Fig. 1: run 1, clock routing
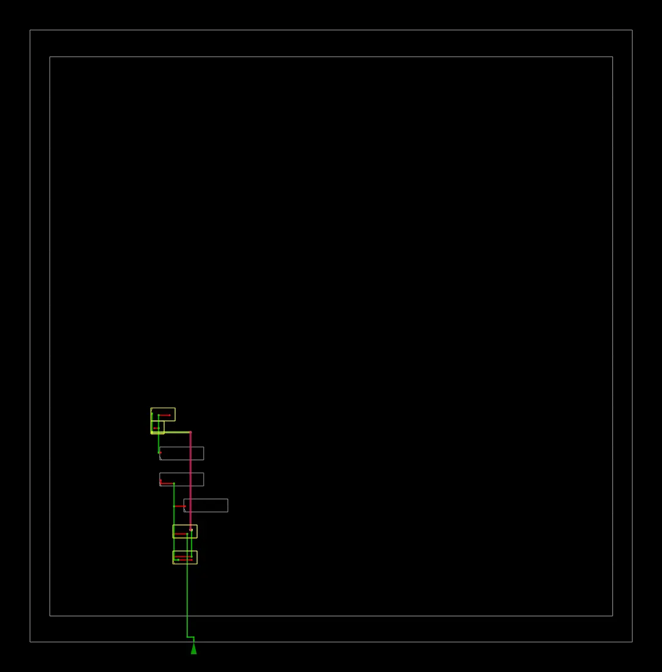
Fig. 2: run 1, cells coloured by class
Drawn at 3 px/um. Fill, decap, tap and diode cells in grey.
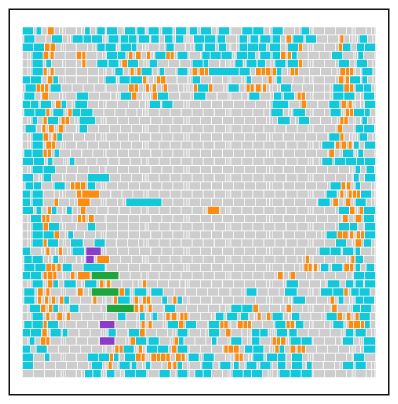
Fig. 3: run 1, met1 routing
Drawn at 4 px/um.
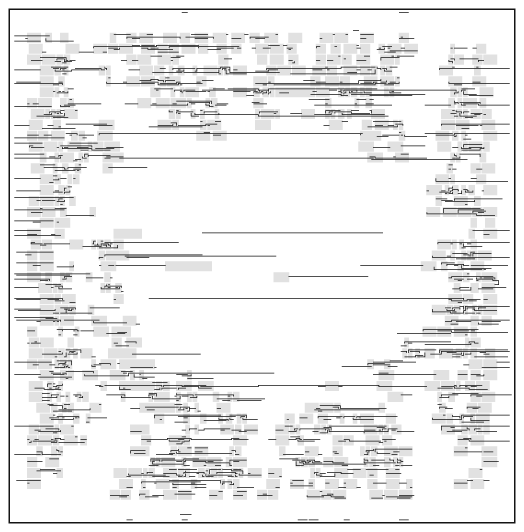
Fig. 4: run 1, clock wires, drivers and flops
Drawn at 4 px/um.
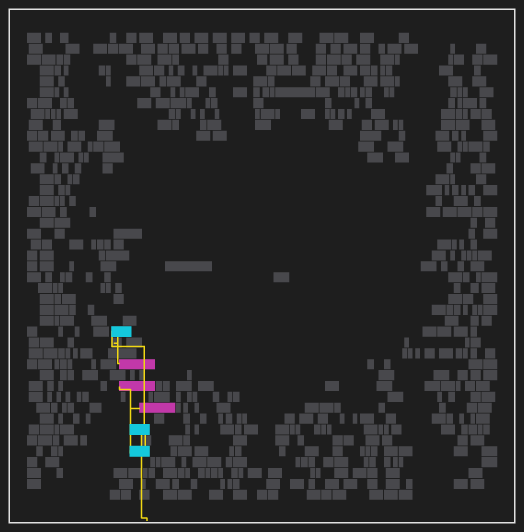
===== src/rtl/dmem_arbiter_if.sv =====
// dmem_arbiter_if: one requester channel of the dmem arbiter.
// Ports (signals): req, address, write_enable, write_mode, write_data, read_mode
// (requester -> arbiter); gnt, rvalid, read_data (arbiter -> requester).
// Modport master is the requester side; modport slave is the arbiter side.
interface dmem_arbiter_if;
    logic        req;
    logic [31:0] address;
    logic        write_enable;
    logic [2:0]  write_mode;
    logic [31:0] write_data;
    logic [2:0]  read_mode;
    logic        gnt;
    logic        rvalid;
    logic [31:0] read_data;
    modport master (output req, address, write_enable, write_mode, write_data, read_mode,
                    input gnt, rvalid, read_data);
    modport slave (input req, address, write_enable, write_mode, write_data, read_mode,
                   output gnt, rvalid, read_data);
endinterface


===== src/rtl/dmem_arbiter.sv =====
// dmem_arbiter: shares the memory data port between master 0 (LSU) and master 1 (debug/DMA).
// Ports: clk, reset (async, active-high); m0/m1 requester channels (dmem_arbiter_if.slave);
// dmem_enable/address/write_enable/write_mode/write_data/read_enable/read_mode to memory;
// dmem_wait and dmem_read_data from memory.
// Option: define DMEM_ARB_STARVE_GUARD_EN to let master 1 win after MAX_STREAK
// consecutive contended master-0 grants; otherwise master 0 has strict priority.
module dmem_arbiter #(
    parameter int unsigned MAX_STREAK = 8
) (
    input  logic         clk,
    input  logic         reset,
    dmem_arbiter_if.slave m0,
    dmem_arbiter_if.slave m1,
    output logic         dmem_enable,
    output logic [31:0]  dmem_address,
    output logic         dmem_write_enable,
    output logic [2:0]   dmem_write_mode,
    output logic [31:0]  dmem_write_data,
    output logic         dmem_read_enable,
    output logic [2:0]   dmem_read_mode,
    input  logic         dmem_wait,
    input  logic [31:0]  dmem_read_data
);
    logic accept, pick1, gnt0, gnt1, starved, resp;
    logic pend_valid, pend_owner, pend_read;

    if (MAX_STREAK < 1 || MAX_STREAK > 255) begin : g_bad_streak
        $error("MAX_STREAK must be in 1..255");
    end

    // Gating with reset keeps every grant and memory enable low while reset is held.
    assign accept = !dmem_wait && !reset;

`ifdef DMEM_ARB_STARVE_GUARD_EN
    logic [7:0] streak;
    assign starved = streak == 8'(MAX_STREAK);
    always_ff @(posedge clk or posedge reset)
        if (reset)
            streak <= '0;
        else if (!dmem_wait)
            streak <= (gnt1 || !m1.req) ? '0 : (gnt0 && !starved) ? streak + 8'd1 : streak;
`else
    assign starved = 1'b0;
`endif

    assign pick1 = m1.req && (!m0.req || starved);
    assign gnt1  = accept && pick1;
    assign gnt0  = accept && m0.req && !pick1;
    assign m0.gnt = gnt0;
    assign m1.gnt = gnt1;

    assign dmem_enable       = gnt0 || gnt1;
    assign dmem_address      = gnt1 ? m1.address    : gnt0 ? m0.address    : '0;
    assign dmem_write_mode   = gnt1 ? m1.write_mode : gnt0 ? m0.write_mode : '0;
    assign dmem_write_data   = gnt1 ? m1.write_data : gnt0 ? m0.write_data : '0;
    assign dmem_read_mode    = gnt1 ? m1.read_mode  : gnt0 ? m0.read_mode  : '0;
    assign dmem_write_enable = gnt1 ? m1.write_enable  : gnt0 && m0.write_enable;
    assign dmem_read_enable  = gnt1 ? !m1.write_enable : gnt0 && !m0.write_enable;

    // The pending slot describes the access issued in the last accept cycle; its
    // response is delivered in the next accept cycle, so a stall simply freezes it.
    assign resp = accept && pend_valid && pend_read;
    assign m0.rvalid = resp && !pend_owner;
    assign m1.rvalid = resp && pend_owner;
    assign m0.read_data = dmem_read_data;
    assign m1.read_data = dmem_read_data;

    always_ff @(posedge clk or posedge reset)
        if (reset) begin
            pend_valid <= 1'b0;
            pend_owner <= 1'b0;
            pend_read  <= 1'b0;
        end else if (!dmem_wait) begin
            pend_valid <= dmem_enable;
            pend_owner <= gnt1;
            pend_read  <= dmem_read_enable;
        end
endmodule


===== src/flat_wrapper.sv =====
// flat-port wrapper written by rule: the top's interface ports become plain ports
module dmem_arbiter_flat 
#(
    parameter int unsigned MAX_STREAK = 8
)
  (clk, reset, dmem_enable, dmem_address, dmem_write_enable, dmem_write_mode, dmem_write_data, dmem_read_enable, dmem_read_mode, dmem_wait, dmem_read_data, m0_req, m0_address, m0_write_enable, m0_write_mode, m0_write_data, m0_read_mode, m0_gnt, m0_rvalid, m0_read_data, m1_req, m1_address, m1_write_enable, m1_write_mode, m1_write_data, m1_read_mode, m1_gnt, m1_rvalid, m1_read_data);
  dmem_arbiter_if m0_i ();
  dmem_arbiter_if m1_i ();
  input  logic clk;
  input  logic reset;
  output logic dmem_enable;
  output logic [31:0] dmem_address;
  output logic dmem_write_enable;
  output logic [2:0] dmem_write_mode;
  output logic [31:0] dmem_write_data;
  output logic dmem_read_enable;
  output logic [2:0] dmem_read_mode;
  input  logic dmem_wait;
  input  logic [31:0] dmem_read_data;
  input wire logic [$bits(m0_i.req)-1:0] m0_req;
  input wire logic [$bits(m0_i.address)-1:0] m0_address;
  input wire logic [$bits(m0_i.write_enable)-1:0] m0_write_enable;
  input wire logic [$bits(m0_i.write_mode)-1:0] m0_write_mode;
  input wire logic [$bits(m0_i.write_data)-1:0] m0_write_data;
  input wire logic [$bits(m0_i.read_mode)-1:0] m0_read_mode;
  output wire logic [$bits(m0_i.gnt)-1:0] m0_gnt;
  output wire logic [$bits(m0_i.rvalid)-1:0] m0_rvalid;
  output wire logic [$bits(m0_i.read_data)-1:0] m0_read_data;
  input wire logic [$bits(m1_i.req)-1:0] m1_req;
  input wire logic [$bits(m1_i.address)-1:0] m1_address;
  input wire logic [$bits(m1_i.write_enable)-1:0] m1_write_enable;
  input wire logic [$bits(m1_i.write_mode)-1:0] m1_write_mode;
  input wire logic [$bits(m1_i.write_data)-1:0] m1_write_data;
  input wire logic [$bits(m1_i.read_mode)-1:0] m1_read_mode;
  output wire logic [$bits(m1_i.gnt)-1:0] m1_gnt;
  output wire logic [$bits(m1_i.rvalid)-1:0] m1_rvalid;
  output wire logic [$bits(m1_i.read_data)-1:0] m1_read_data;
  assign m0_i.req = m0_req;
  assign m0_i.address = m0_address;
  assign m0_i.write_enable = m0_write_enable;
  assign m0_i.write_mode = m0_write_mode;
  assign m0_i.write_data = m0_write_data;
  assign m0_i.read_mode = m0_read_mode;
  assign m0_gnt = m0_i.gnt;
  assign m0_rvalid = m0_i.rvalid;
  assign m0_read_data = m0_i.read_data;
  assign m1_i.req = m1_req;
  assign m1_i.address = m1_address;
  assign m1_i.write_enable = m1_write_enable;
  assign m1_i.write_mode = m1_write_mode;
  assign m1_i.write_data = m1_write_data;
  assign m1_i.read_mode = m1_read_mode;
  assign m1_gnt = m1_i.gnt;
  assign m1_rvalid = m1_i.rvalid;
  assign m1_read_data = m1_i.read_data;
  dmem_arbiter #(.MAX_STREAK(MAX_STREAK)) u_core (.clk(clk), .reset(reset), .m0(m0_i), .m1(m1_i), .dmem_enable(dmem_enable), .dmem_address(dmem_address), .dmem_write_enable(dmem_write_enable), .dmem_write_mode(dmem_write_mode), .dmem_write_data(dmem_write_data), .dmem_read_enable(dmem_read_enable), .dmem_read_mode(dmem_read_mode), .dmem_wait(dmem_wait), .dmem_read_data(dmem_read_data));
endmodule

===== config.mk =====
export PLATFORM = sky130hd
export DESIGN_NAME = dmem_arbiter_flat
export DESIGN_NICKNAME = d
export VERILOG_FILES = /design/src/rtl/dmem_arbiter_if.sv /design/src/rtl/dmem_arbiter.sv /design/src/flat_wrapper.sv
export SDC_FILE = /design/constraint.sdc
export NUM_CORES = 1
export LEC_CHECK = 0
export ABC_AREA = 1
export CORE_AREA = 4 4 122 124
export CTS_BUF_LIST = sky130_fd_sc_hd__clkbuf_2 sky130_fd_sc_hd__clkbuf_4 sky130_fd_sc_hd__clkbuf_8
export CTS_CLUSTER_DIAMETER = 150
export DETAILED_ROUTE_END_ITERATION = 8
export DIE_AREA = 0 0 126 128
export GPL_TIMING_DRIVEN = 0
export HOLD_SLACK_MARGIN = 0.15
export PLACE_DENSITY = 0.59
export SKIP_LAST_GASP = 1
export SLEW_MARGIN = 25
export SYNTH_ARGS = -nofsm -noshare
export SYNTH_HDL_FRONTEND = slang
export SYNTH_SLANG_ARGS = --single-unit

===== constraint.sdc =====
create_clock -name clk -period 1.5 [get_ports clk]
set_input_delay 0.15 -clock clk [delete_from_list [all_inputs] [get_ports clk]]
set_output_delay 0.15 -clock clk [all_outputs]
set_load 0.02 [all_outputs]

==> out/results.env, run 1 <==
STATUS='complete, no violations'
PLACE_CONGESTION=0.905
PLACEMENT.SETUP.WORST_SLACK_NS=-1.01
MAX_FREQ_GHz=0.705
WORST_HOLD_PATH.ENDPOINT='u_core.pend_owner'
FINAL.SETUP.WORST_SLACK_NS=0.0806
GRT_OVERFLOW=0
MOSTFREQUENTLAYOUTCELL='clkdlybuf4s50_1'
ROUTE.FINAL.WIRE_LENGTH_UM=11400
MAX_CAP_VIOLATIONS=0
GRT_PASS1_WL_UM=17300
POST_SYNTH_NUM_CELL_TYPES=12
PORT-BUFFER-COUNT=287
MAX_STAGE_DELAY_CELL_WORST_PATH='clkdlybuf4s15_2'
WORSTPATHMAXFANOUT=10
WORST_PATH_DOMINANT_CELL_FAMILY='buffers and inverters'
RR_STARTPOINT='u_core.pend_read'
TIMING.CRITICAL_PATH.CELLS='clkdlybuf4s15_2 -> nor2_4 -> buf_12 -> buf_6 -> clkbuf_4 -> nand3_1 -> nand2_2 -> buf_4'
CLK_PIN_SLEW_WORST_PATHS_NS=0.03
DIODES=0
SLEW_VIOL_FINAL=0
YOSYSWARNINGS=0
POST_SYNTH_INSTANCE_AREA_UM2=1660
DPL-INSTANCE-AREA_UM2=4760
FINALCOREUTILIZATION_PCT=35.2
NUMBER_OF_GLOBAL_ROUTE_VIAS_BEFORE_REPAIR=3241
FIRSTDRTPASSITERS=4
FP.COREAREA_UM2=13800
GLOBAL_ROUTE.USAGE.TOTAL_PCT=13.1
LAYOUT-AREA-OVERHEAD-VS-SYNTH_PCT=192
WORST_R2R_PATH_DEPTH=2
FINAL_CELL_MIX='206 x clkdlybuf4s50_1, 142 x nand2_1, 87 x buf_4, 75 x nand3_1, 54 x buf_2'
YOSYS-STAT-CELLS=326
CLOCKROOTBUFFER='clkbuf_8'
P_LEAK_uW=0.00251
NET_COUNT_OF_THE_FINISHED_LAYOUT=810
HPWL_UM=9600
WORSTSETUPPATHDEPTH=8
FP.DIEAREA_UM2=16100
P_TOTAL_uW=1670
CTS_TREE='yes'
TIMING_WORST_SETUP_PATH_TYPE='input pin to output port'
WORSTPATHARRIVAL_NS=1.27
YOSYS-MUX-AREA-FRACTION_PCT=0
POST_SYNTH_XOR_AREA_FRACTION_PCT=0
POST_SYNTH.CELL_AREA_AVG_UM2=5.09
SYN-NUM-NETS=505
CHIPWIDTH_UM=126
GRT_ANTENNA_BEFORE_REPAIR=0
PEAKVDDDROP_uV=206
GRT_START_MAX_NET_PINS=11
NUM_VIAS=3087
TIMING.RR.END='u_core.pend_read'
STARTPOINT='reset'
PIN_COUNT=320
MIN_FROM='dmem_wait'
DRT_FIRST_ITER_VIOLATIONS=73
CPPEAKSTAGEDELAY_NS=0.20
UNREPAIRED_SETUP_ENDPOINTS_AFTER_GLOBAL_ROUTING='true'
ROWS=43
REG2REG_SLACK_NS=0.82
POWER_DENSITY_nW_PER_UM2=344
HOLD_PATH_CLASS='input pin to register'
FINAL-HOLD-VIOLATION-COUNT=0
POST_ROUTE_CELLS_DRIVE_ABOVE_1_SHARE_PCT=30.2
REMAINING_DRC_ERRORS=0
STAGE_LOG_WARNINGS=27
WORST_SETUP_PATH_END_KIND='output port'
INITIAL_CORE_UTILIZATION_PCT=12.1
TIMING.FINAL.CRIT_PERIOD_NS=1.42
TRITONCTS_BUFFERS=3
YOSYS-STAT-AREA_UM2=1660
CLOCK_TREE.BUFFER_DEPTH=2
VIAS_PER_CELL=3.81
FINAL_CELL_AREA_UM2=4850
DRT.ANTENNA.VIOLATING_NETS=0
CP_DATA_REQUIRED_TIME_NS=1.35
SYNTH.COMB.LARGEST_FAMILY='simple AND/OR/NAND/NOR gates'
SIMPLE_GATE_SHARE_PCT=57.6
POSTSYNTHREGISTERBITS=3
MIN_PERIOD_OVER_PERIOD_PCT=94.6
CP_NUM_BUF_INV=5
WORSTHOLDPATHCELLS=3
WL_PER_CELL_UM=14.1
CLOCK_SINK_COUNT=3
FIN_CELLS=810
FILLCELLCOUNT=1543
REPORT.FINAL.SETUP_VIOL=0
SLEW_HEADROOM_PCT=81.8
SYNTH.YOSYS.SEQ_AREA_SHARE_PCT=4.52
DIE-HEIGHT_UM=128
DPL.CELL_COUNT=793
SYNTHESIS.INSTANCES=326
START_KIND='input pin'
TIMING_WORST_SLEW_PIN_VALUE_NS=0.273
SYNTH_ADDER_AREA_SHARE_PCT=0
H-TREE-DEPTH=1
POST_SYNTH_AO_OA_AREA_FRACTION_PCT=0.603
Notes on Fig. 1 above:
registers: 3
clock buffer count in the final layout: 4
P_clk: 258 uW

Notes on Fig. 2 above:
green -> registers  # cells 3, share of their area 1.6%
cyan -> remaining buffers and delay cells  # cells 385, share of their area 75%
orange -> remaining logic cells  # cells 238, share of their area 23%
purple -> clock drivers and dummy loads  # cells 4, share of their area 1.1%

Notes on Fig. 3 above:
nets with wire on the layer = 694
main direction = horizontal
share of all routed wire = 37%
wire length on this layer = 4250 um

Notes on Fig. 4 above:
yellow -> clock wires  # length 106 um
cyan -> clock-net drivers  # count 3
magenta -> flip-flops  # count 3
routed clock nets = 4
clock skew after layout: 0 ns
relative contribution of the clock network to total power: 15.4%
insertion delay at the late pin of the worst-skew pair: 0.22 ns

[run 1: worst reg2reg max path: stages (launching register included)]
cell and delay, ns:
dfrtp_1 0.37, nand2_1 0.08, nand3_1 0.10
[run 1: cells in the mapped netlist]
cell type,instances,area [um^2]
nand2_1,148,556
nand3_1,75,375
buf_4,65,488
buf_2,18,90.1
inv_1,7,26.3
clkbuf_1,3,11.3
dfrtp_1,3,75.1
nor2_1,2,7.51
o21ai_0,2,10.0
inv_2,1,3.75
nor2_2,1,6.26
nor2_4,1,11.3
[run 1: report_power, final]
| group | switching, uW | internal [uW] |
|---|---|---|
| logic | 539 | 783 |
| clock network | 58.2 | 200 |
| registers | 3.49 | 87.7 |
[run 1: registers in the layout, indices dropped and copies added (netlist names)]
signal	count
u_core.pend_valid	1
u_core.pend_owner	1
u_core.pend_read	1
[run 1: logic make-up after synthesis]
| logic type | count (synthesis) |
|---|---|
| AND-OR/OR-AND | 2 |
| buffers and inverters | 94 |
| flip-flops | 3 |
| AND/OR/NAND/NOR | 227 |
[run 1: worst max path at each step]
stage                               endpoint  slack (ns)
final                     dmem_write_data[1]        0.08
after CTS                   dmem_address[23]       0.001
after global placement    dmem_write_data[0]       -0.98
after floorplan             dmem_address[22]        0.46
after detailed placement  dmem_write_data[1]       -1.01
after global routing        dmem_address[10]      -0.005
[run 1: per-layer routing]
layer | part of all wire (%) | global-route usage (%)
met3 | 7.6 | 2.63
met5 | 0 | 0
met2 | 55 | 26.2
met4 | 0.35 | 1.51
met1 | 37 | 14.4
[run 1: per-stage QoR]
step	setup TNS [ns]	hold slack (ns)
finish	0	0.215
global placement	-70.41	0.420
CTS	0	0.317
detailed placement	-71.84	0.437
floorplan	0	-0.0964
global route	-0.0165	0.241
[run 1: timing repair]
action / CTS / global route
gates resized: 398 / 13
hold endpoints to repair: 3 / 0
endpoints found under the setup margin: 78 / 65
setup buffers: 8 / 0
hold buffers: 1 / 0
gates cloned: 5 / 0
pin swaps: 3 / 2
[run 1: layout make-up]
cell class                 instances  area, um^2  area share (%)
inverter                           8        42.5           0.877
buffer                            85         714            14.7
clock buffer                       4        48.8            1.01
timing repair buffer             300        2740            56.5
timing repair inverter             1        11.3           0.232
tap                              180         225            4.64
multi-input combinational        229         991            20.4
sequential                         3        75.1            1.55
Fig. 5: run 1, placement density heat map
Drawn at 2 px/um. 13 x 13 tiles, from black (low) to pale yellow (high), 0 to 100% covered.
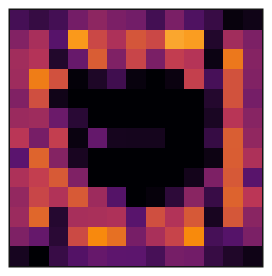

==> run 1 -> run 2 <==
- CTS_CLUSTER_SIZE: default -> 28
- HOLD_SLACK_MARGIN: 0.15 -> 0.05
- PLACE_DENSITY: 0.59 -> 0.56
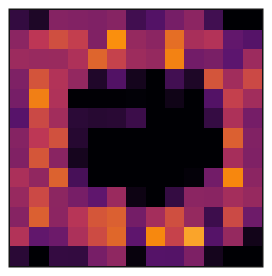
Fig. 6. Placement density heat map (run 2).
Drawn at 2 px/um. 13 x 13 tiles, from black (low) to pale yellow (high), 0 to 100% covered.
emptiest ninth of the die = middle
nearly empty tiles = 21%
fullest tile = 80%
mean over tiles = 29%
initial core utilization: 12.1%
area of the core: 13800 um^2
final standard cell utilization of the core: 35.7%

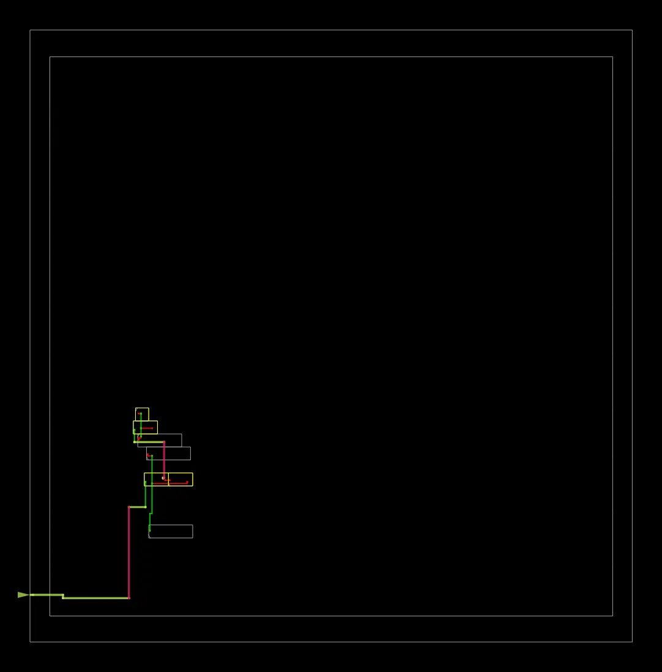
Fig. 7. Clock routing (run 2).
insertion delay at the late pin of the worst-skew pair: 0.21 ns
TritonCTS Buffers: 3
number of sinks on the clock net: 3

==> out/results.env, run 2 <==
STATUS='complete, no violations'  # unchanged
DIE-HEIGHT_UM=128  # unchanged
YOSYSWARNINGS=0  # unchanged
ROUTE.FINAL.WIRE_LENGTH_UM=11700  # was 11400 um
H-TREE-DEPTH=1  # unchanged
SYNTH.YOSYS.SEQ_AREA_SHARE_PCT=4.52  # unchanged
GRT_ANTENNA_BEFORE_REPAIR=0  # unchanged
CP_DATA_REQUIRED_TIME_NS=1.35  # about the same
PEAKVDDDROP_uV=283  # was 206 uV
FIN_CELLS=814  # was 810
STAGE_LOG_WARNINGS=26  # was 27
P_TOTAL_uW=1670  # about the same
WORST_SETUP_PATH_END_KIND='output port'  # unchanged
VIAS_PER_CELL=3.83  # was 3.81
REG_TOP3='u_core.pend_owner x1, u_core.pend_read x1, u_core.pend_valid x1'  # unchanged
YOSYS-STAT-AREA_UM2=1660  # unchanged
NUM_VIAS=3119  # was 3087
TOP_CELLS_BY_AREA='nand2_1 33%, buf_4 29%, nand3_1 23%'  # unchanged
SYNTH_ASYNC_SR_FLOP_SHARE_PCT=100  # unchanged
POST_SYNTH.CELL_AREA_AVG_UM2=5.09  # unchanged
POST-SYNTH-TOP-AREA-FRACTION_PCT=33.5  # unchanged
TIMING_WORST_SLEW_PIN_VALUE_NS=0.274  # was 0.273 ns
ROWS=43  # unchanged
GRT_OVERFLOW=0  # unchanged
POWER_DENSITY_nW_PER_UM2=340  # was 344 nW/um^2
WORST_R2R_PATH_DEPTH=2  # unchanged
PLACE_CONGESTION=0.884  # was 0.905
DRT_FIRST_ITER_VIOLATIONS=64  # was 73
NETLIST_TOP_CELLS_COUNT='148 x nand2_1, 75 x nand3_1, 65 x buf_4'  # unchanged
DIODES=0  # unchanged
DPL.CELL_COUNT=793  # unchanged
TIMING.FINAL.CRIT_PERIOD_NS=1.41  # was 1.42 ns
POST_SYNTH_NUM_CELL_TYPES=12  # unchanged
NUMBER_OF_GLOBAL_ROUTE_VIAS_BEFORE_REPAIR=3351  # was 3241
PIN_COUNT=320  # unchanged
MIN_FROM='dmem_wait'  # unchanged
GRT_START_MAX_NET_PINS=11  # unchanged
FINAL-HOLD-VIOLATION-COUNT=0  # unchanged
WORSTHOLDPATHCELLS=3  # unchanged
MAX_CAP_VIOLATIONS=0  # unchanged
POST_SYNTH_INSTANCE_AREA_UM2=1660  # unchanged
TIMING_WORST_SETUP_PATH_TYPE='input pin to output port'  # unchanged
POSTSYNTHREGISTERBITS=3  # unchanged
FINAL_CELL_MIX='206 x clkdlybuf4s50_1, 144 x nand2_1, 116 x buf_4, 74 x nand3_1, 28 x buf_6'  # was 206 x clkdlybuf4s50_1, 142 x nand2_1, 87 x buf_4, 75 x nand3_1, 54 x buf_2
DRT.ANTENNA.VIOLATING_NETS=0  # unchanged
FINAL.SETUP.WORST_SLACK_NS=0.0852  # was 0.0806 ns
SYNTHFLOPTYPE='dfrtp_1'  # unchanged
MOSTFREQUENTLAYOUTCELL='clkdlybuf4s50_1'  # unchanged
SLEW_HEADROOM_PCT=81.5  # was 81.8%
DPL-INSTANCE-AREA_UM2=4760  # unchanged
PLACEMENT.SETUP.WORST_SLACK_NS=-1.02  # was -1.01 ns
FINAL_CELL_AREA_UM2=4920  # was 4850 um^2
REG2REG_SLACK_NS=0.87  # was 0.82 ns
CTS_TREE='yes'  # unchanged
WORSTPATHMAXFANOUT=5  # was 10
SYNTHESIS.INSTANCES=326  # unchanged
YOSYS-STAT-CELLS=326  # unchanged
FINALCLOCKSKEW_NS=0  # unchanged
WORSTPATHARRIVAL_NS=1.26  # was 1.27 ns
FP.DIEAREA_UM2=16100  # unchanged
CLOCK_TREE.BUFFER_DEPTH=2  # unchanged
REMAINING_DRC_ERRORS=0  # unchanged
CHIPWIDTH_UM=126  # unchanged
MIN_PERIOD_OVER_PERIOD_PCT=94.3  # was 94.6%
START_KIND='input pin'  # unchanged
REPORT.FINAL.SETUP_VIOL=0  # unchanged
LAYOUT-AREA-OVERHEAD-VS-SYNTH_PCT=197  # was 192%
NUMBER_OF_FLOPS_MAPPED_TO_ENABLE_CELLS_BY_YOSYS=0  # unchanged
POST_ROUTE_CELLS_DRIVE_ABOVE_1_SHARE_PCT=30.6  # was 30.2%
CLK_PIN_SLEW_WORST_PATHS_NS=0.03  # about the same
UNREPAIRED_SETUP_ENDPOINTS_AFTER_GLOBAL_ROUTING='false'  # was true
YOSYSTOPAREACELL='nand2_1'  # unchanged
GRT_PASS1_WL_UM=17100  # was 17300 um
P_LEAK_uW=0.00250  # was 0.00251 uW
SLEW_VIOL_FINAL=0  # unchanged
HPWL_UM=9920  # was 9600 um
PORT-BUFFER-COUNT=287  # unchanged
RR_STARTPOINT='u_core.pend_read'  # unchanged
GLOBAL_ROUTE.USAGE.TOTAL_PCT=13.1  # about the same
FIRSTDRTPASSITERS=4  # unchanged
NET_COUNT_OF_THE_FINISHED_LAYOUT=814  # was 810
STARTPOINT='reset'  # unchanged
WL_PER_CELL_UM=14.3  # was 14.1 um
SYN-NUM-NETS=505  # unchanged
NETLIST.TOP_CELL.BY_INSTANCES='nand2_1'  # unchanged
HOLD_PATH_CLASS='input pin to register'  # unchanged
MAX_FREQ_GHz=0.707  # was 0.705 GHz
CLOCKROOTBUFFER='clkbuf_8'  # unchanged
run 2: cells by family after synthesis:
| family | Yosys count | share of synthesized area [%] |
|---|---|---|
| flops | 3 | 4.52 |
| buf+inv | 94 | 37.3 |
| compound gates | 2 | 0.603 |
| simple gates | 227 | 57.6 |
run 2: final timing paths:
| kind | to |
|---|---|
| max | dmem_read_mode[1] |
| min reg2reg | u_core.pend_valid |
| min | u_core.pend_owner |
| max in group asynchronous | u_core.pend_valid |
| min in group asynchronous | u_core.pend_owner |
| max reg2reg | u_core.pend_read |
run 2: where the power goes:
group | switching (uW) | internal, uW | total [uW]
Clock | 50.0 | 199 | 249
Combinational | 541 | 792 | 1330
Sequential | 3.40 | 87.7 | 91.1
run 2: critical path: stages:
cell	delay (ns)
clkdlybuf4s15_2	0.20
nor2_4	0.17
nand2_4	0.11
clkinvlp_4	0.14
buf_6	0.14
nand2_1	0.05
nand2_1	0.05
clkdlybuf4s15_2	0.26
run 2: area by class of cell:
class	instances	area, um^2
Timing Repair inverter	1	7.51
Fill cell	1528	8850
Timing Repair Buffer	304	2850
Sequential cell	3	75.1
Tap cell	180	225
Clock buffer	4	48.8
Buffer	85	693
Inverter	8	35.0
Multi-Input combinational cell	229	991
run 2: metal layers:
metal | wire length (um) | up-vias | track usage (%)
li1 | - | 1585 | -
met3 | 1090 | 22 | 4.08
met4 | 274 | 0 | 3.41
met1 | 3980 | 1330 | 13.1
met5 | 0 | - | 0
met2 | 6330 | 182 | 25.9
run 2: timing repair:
item,CTS,global route
setup buffers,9,0
cloned,8,0
endpoints found under the setup margin,78,36
pin swaps,5,2
hold buffers,1,0
hold endpoints to repair,3,0
resized,415,16
run 2: metrics by stage:
stage	TNS, ns	hold slack [ns]
floorplan	0	-0.0964
global placement	-68.78	0.430
detailed placement	-70.74	0.433
CTS	0	0.324
global route	0	0.239
finish	0	0.222
Fig. 8: run 2, cells coloured by class
Drawn at 3 px/um. Fill, decap, tap and diode cells in grey.
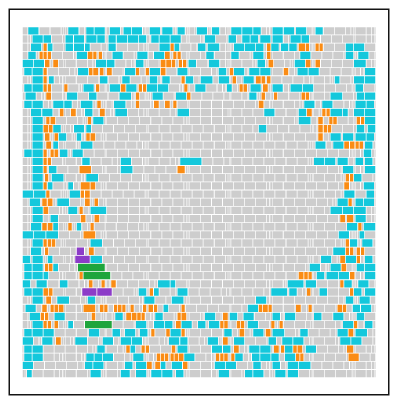

==> run 2 -> run 3 <==
- CORE_AREA: 4 4 122 124 -> 2 2 124 126
- PLACE_DENSITY: 0.56 -> 0.53
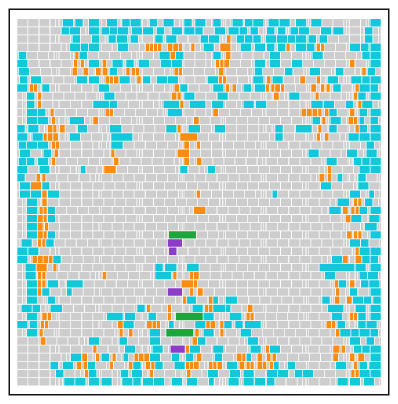
Fig. 9. Cells coloured by class (run 3).
Drawn at 3 px/um. Fill, decap, tap and diode cells in grey.
cyan -> remaining buffers and delay cells  # cells 384, share of their area 75%
green -> registers  # cells 3, share of their area 1.6%
orange -> remaining logic cells  # cells 238, share of their area 22%
purple -> clock drivers and dummy loads  # cells 4, share of their area 1.0%

==> out/results.env, run 3 <==
STATUS='complete, no violations'  # unchanged
FINAL-HOLD-VIOLATION-COUNT=0  # unchanged
STAGE_LOG_WARNINGS=27  # was 26
SYNTH.YOSYS.SEQ_AREA_SHARE_PCT=4.52  # unchanged
SYNTHESIS.INSTANCES=326  # unchanged
CP_DATA_REQUIRED_TIME_NS=1.35  # about the same
YOSYSWARNINGS=0  # unchanged
MAX_CAP_VIOLATIONS=0  # unchanged
NET_COUNT_OF_THE_FINISHED_LAYOUT=809  # was 814
YOSYS-STAT-AREA_UM2=1660  # unchanged
HPWL_UM=9240  # was 9920 um
POST-SYNTH-TOP-AREA-FRACTION_PCT=33.5  # unchanged
FINALCLOCKSKEW_NS=0  # unchanged
NUMBER_OF_FLOPS_MAPPED_TO_ENABLE_CELLS_BY_YOSYS=0  # unchanged
DRT.ANTENNA.VIOLATING_NETS=0  # unchanged
POSTSYNTHREGISTERBITS=3  # unchanged
NETLIST_TOP_CELLS_COUNT='148 x nand2_1, 75 x nand3_1, 65 x buf_4'  # unchanged
H-TREE-DEPTH=1  # unchanged
TIMING.FINAL.CRIT_PERIOD_NS=1.43  # was 1.41 ns
WORST_HOLD_PATH.ENDPOINT='u_core.pend_owner'  # unchanged
DRT_FIRST_ITER_VIOLATIONS=51  # was 64
REG_TOP3='u_core.pend_owner x1, u_core.pend_read x1, u_core.pend_valid x1'  # unchanged
MAX_FREQ_GHz=0.699  # was 0.707 GHz
FINAL_CELL_MIX='206 x clkdlybuf4s50_1, 144 x nand2_1, 133 x buf_4, 72 x nand3_1, 14 x buf_6'  # was 206 x clkdlybuf4s50_1, 144 x nand2_1, 116 x buf_4, 74 x nand3_1, 28 x buf_6
HOLD_PATH_CLASS='input pin to register'  # unchanged
GRT_OVERFLOW=0  # unchanged
MOSTFREQUENTLAYOUTCELL='clkdlybuf4s50_1'  # unchanged
POST_SYNTH_INSTANCE_AREA_UM2=1660  # unchanged
P_LEAK_uW=0.00251  # was 0.00250 uW
WORSTPATHARRIVAL_NS=1.28  # was 1.26 ns
FP.DIEAREA_UM2=16100  # unchanged
WORST_SETUP_PATH_END_KIND='output port'  # unchanged
PIN_COUNT=320  # unchanged
CLOCK_SINK_COUNT=3  # unchanged
SYN-NUM-NETS=505  # unchanged
CTS_TREE='yes'  # unchanged
INITIAL_CORE_UTILIZATION_PCT=11.2  # was 12.1%
WORST_R2R_PATH_DEPTH=2  # unchanged
REPORT.FINAL.SETUP_VIOL=0  # unchanged
PLACE_CONGESTION=0.781  # was 0.884
POST_SYNTH_NUM_CELL_TYPES=12  # unchanged
YOSYSTOPAREACELL='nand2_1'  # unchanged
MIN_FROM='dmem_wait'  # unchanged
YOSYS-STAT-CELLS=326  # unchanged
FP.COREAREA_UM2=14900  # was 13800 um^2
PEAKVDDDROP_uV=104  # was 283 uV
CHIPWIDTH_UM=126  # unchanged
REMAINING_DRC_ERRORS=0  # unchanged
TOP_CELLS_BY_AREA='nand2_1 33%, buf_4 29%, nand3_1 23%'  # unchanged
CLOCK_TREE.BUFFER_DEPTH=2  # unchanged
SYNTH_ASYNC_SR_FLOP_SHARE_PCT=100  # unchanged
GLOBAL_ROUTE.USAGE.TOTAL_PCT=12.2  # was 13.1%
SLEW_HEADROOM_PCT=82.5  # was 81.5%
FIRSTDRTPASSITERS=4  # unchanged
LAYOUT-AREA-OVERHEAD-VS-SYNTH_PCT=199  # was 197%
REG2REG_SLACK_NS=0.86  # was 0.87 ns
NUM_VIAS=3067  # was 3119
POWER_DENSITY_nW_PER_UM2=341  # was 340 nW/um^2
DIE-HEIGHT_UM=128  # unchanged
CLK_PIN_SLEW_WORST_PATHS_NS=0.03  # about the same
ROWS=45  # was 43
SUMMED_NEGATIVE_SETUP_SLACK_OVER_ALL_ENDPOINTS_NS=0  # unchanged
TIMING.RR.END='u_core.pend_read'  # unchanged
DIODES=0  # unchanged
WORSTHOLDPATHCELLS=3  # unchanged
MIN_PERIOD_OVER_PERIOD_PCT=95.4  # was 94.3%
GRT_START_MAX_NET_PINS=11  # unchanged
POST_SYNTH.CELL_AREA_AVG_UM2=5.09  # unchanged
TRITONCTS_BUFFERS=3  # unchanged
SLEW_VIOL_FINAL=0  # unchanged
GRT_ANTENNA_BEFORE_REPAIR=0  # unchanged
START_KIND='input pin'  # unchanged
VIAS_PER_CELL=3.75  # was 3.83
WORSTPATHMAXFANOUT=10  # was 5
GRT_PASS1_WL_UM=15700  # was 17100 um
TIMING_WORST_SLEW_PIN_VALUE_NS=0.261  # was 0.274 ns
NETLIST.TOP_CELL.BY_INSTANCES='nand2_1'  # unchanged
ROUTE.FINAL.WIRE_LENGTH_UM=11100  # was 11700 um
POST_ROUTE_CELLS_DRIVE_ABOVE_1_SHARE_PCT=30.2  # was 30.6%
SYNTHFLOPTYPE='dfrtp_1'  # unchanged
FINALCOREUTILIZATION_PCT=33.4  # was 35.7%
RR_STARTPOINT='u_core.pend_read'  # unchanged
CLOCKROOTBUFFER='clkbuf_8'  # unchanged
PORT-BUFFER-COUNT=287  # unchanged
NUMBER_OF_GLOBAL_ROUTE_VIAS_BEFORE_REPAIR=2936  # was 3351
DPL.CELL_COUNT=801  # was 793
WL_PER_CELL_UM=13.6  # was 14.3 um
TIMING_WORST_SETUP_PATH_TYPE='input pin to output port'  # unchanged
FIN_CELLS=817  # was 814
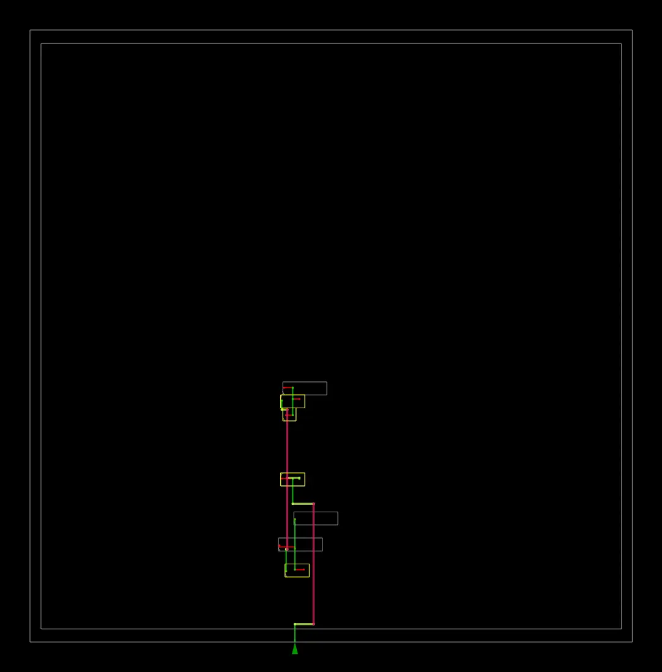
Fig. 10. Clock routing (run 3).
P_clk: 255 uW
insertion delay at the late pin of the worst-skew pair: 0.22 ns

## run 3: metrics by stage
stage          hold WS [ns]  instance area (um^2)  power [uW]  setup WS (ns)
2_1_floorplan       -0.0964                  1660         605          0.461
4_1_cts               0.400                  4950        1710        -0.0465
3_5_place_dp          0.428                  4770        1390          -1.10
3_3_place_gp          0.414                  4770        1380          -1.09
6_report              0.227                  4960        1690         0.0689
5_1_grt               0.245                  4960        1790       -0.00935
## run 3: worst max-delay path by stage
stage | end | cells after the start | slack, ns | start
final | dmem_write_data[2] | 9 | 0.07 | reset
after floorplan | dmem_address[22] | 6 | 0.46 | dmem_wait
after detailed placement | dmem_write_data[13] | 6 | -1.10 | m0_req
after global placement | dmem_write_data[13] | 6 | -1.09 | m0_req
after global routing | dmem_write_enable | 7 | -0.009 | reset
after CTS | dmem_address[9] | 9 | -0.05 | dmem_wait
## run 3: worst max-delay path, cell delays in order
cell and delay (ns):
dlygate4sd2_1 0.27, nor2_4 0.13, buf_6 0.13, nand2_4 0.09, inv_8 0.11, buf_8 0.13
nand2_1 0.06, nand2_1 0.07, buf_4 0.14
## run 3: repair_timing
action	CTS	global route
hold buffers	1	0
pin swaps	2	2
setup buffers	8	1
endpoints found under the setup margin	79	73
resized	442	14
endpoints found under the hold margin	3	0
cloned	3	0
## run 3: layout make-up
| class | count | area, um^2 |
|---|---|---|
| multi-input cells | 229 | 1000 |
| well taps | 188 | 235 |
| clock buffers | 4 | 48.8 |
| flip-flops and latches | 3 | 75.1 |
| repair buffers | 299 | 2800 |
| inverters | 8 | 42.5 |
| plain buffers | 85 | 744 |
| repair inverters | 1 | 11.3 |
| fillers | 1622 | 9900 |
## run 3: kinds of logic after synthesis
group	count (synthesis)	synth area share [%]
AND/OR/NAND/NOR	227	57.6
flip-flops	3	4.52
AND-OR/OR-AND	2	0.603
buffers and inverters	94	37.3
## run 3: per-layer routing
metal  global-route usage, %  routed length, um
met1                    13.9               4180
met3                    2.17                853
met4                    2.26                102
met2                    23.8               5990
met5                       0                  0
## run 3: where the power goes
part / switching [uW] / internal (uW)
Clock: 55.2 / 199
Sequential: 4.05 / 87.7
Combinational: 540 / 805
Power is estimated from default activity; no workload was simulated.
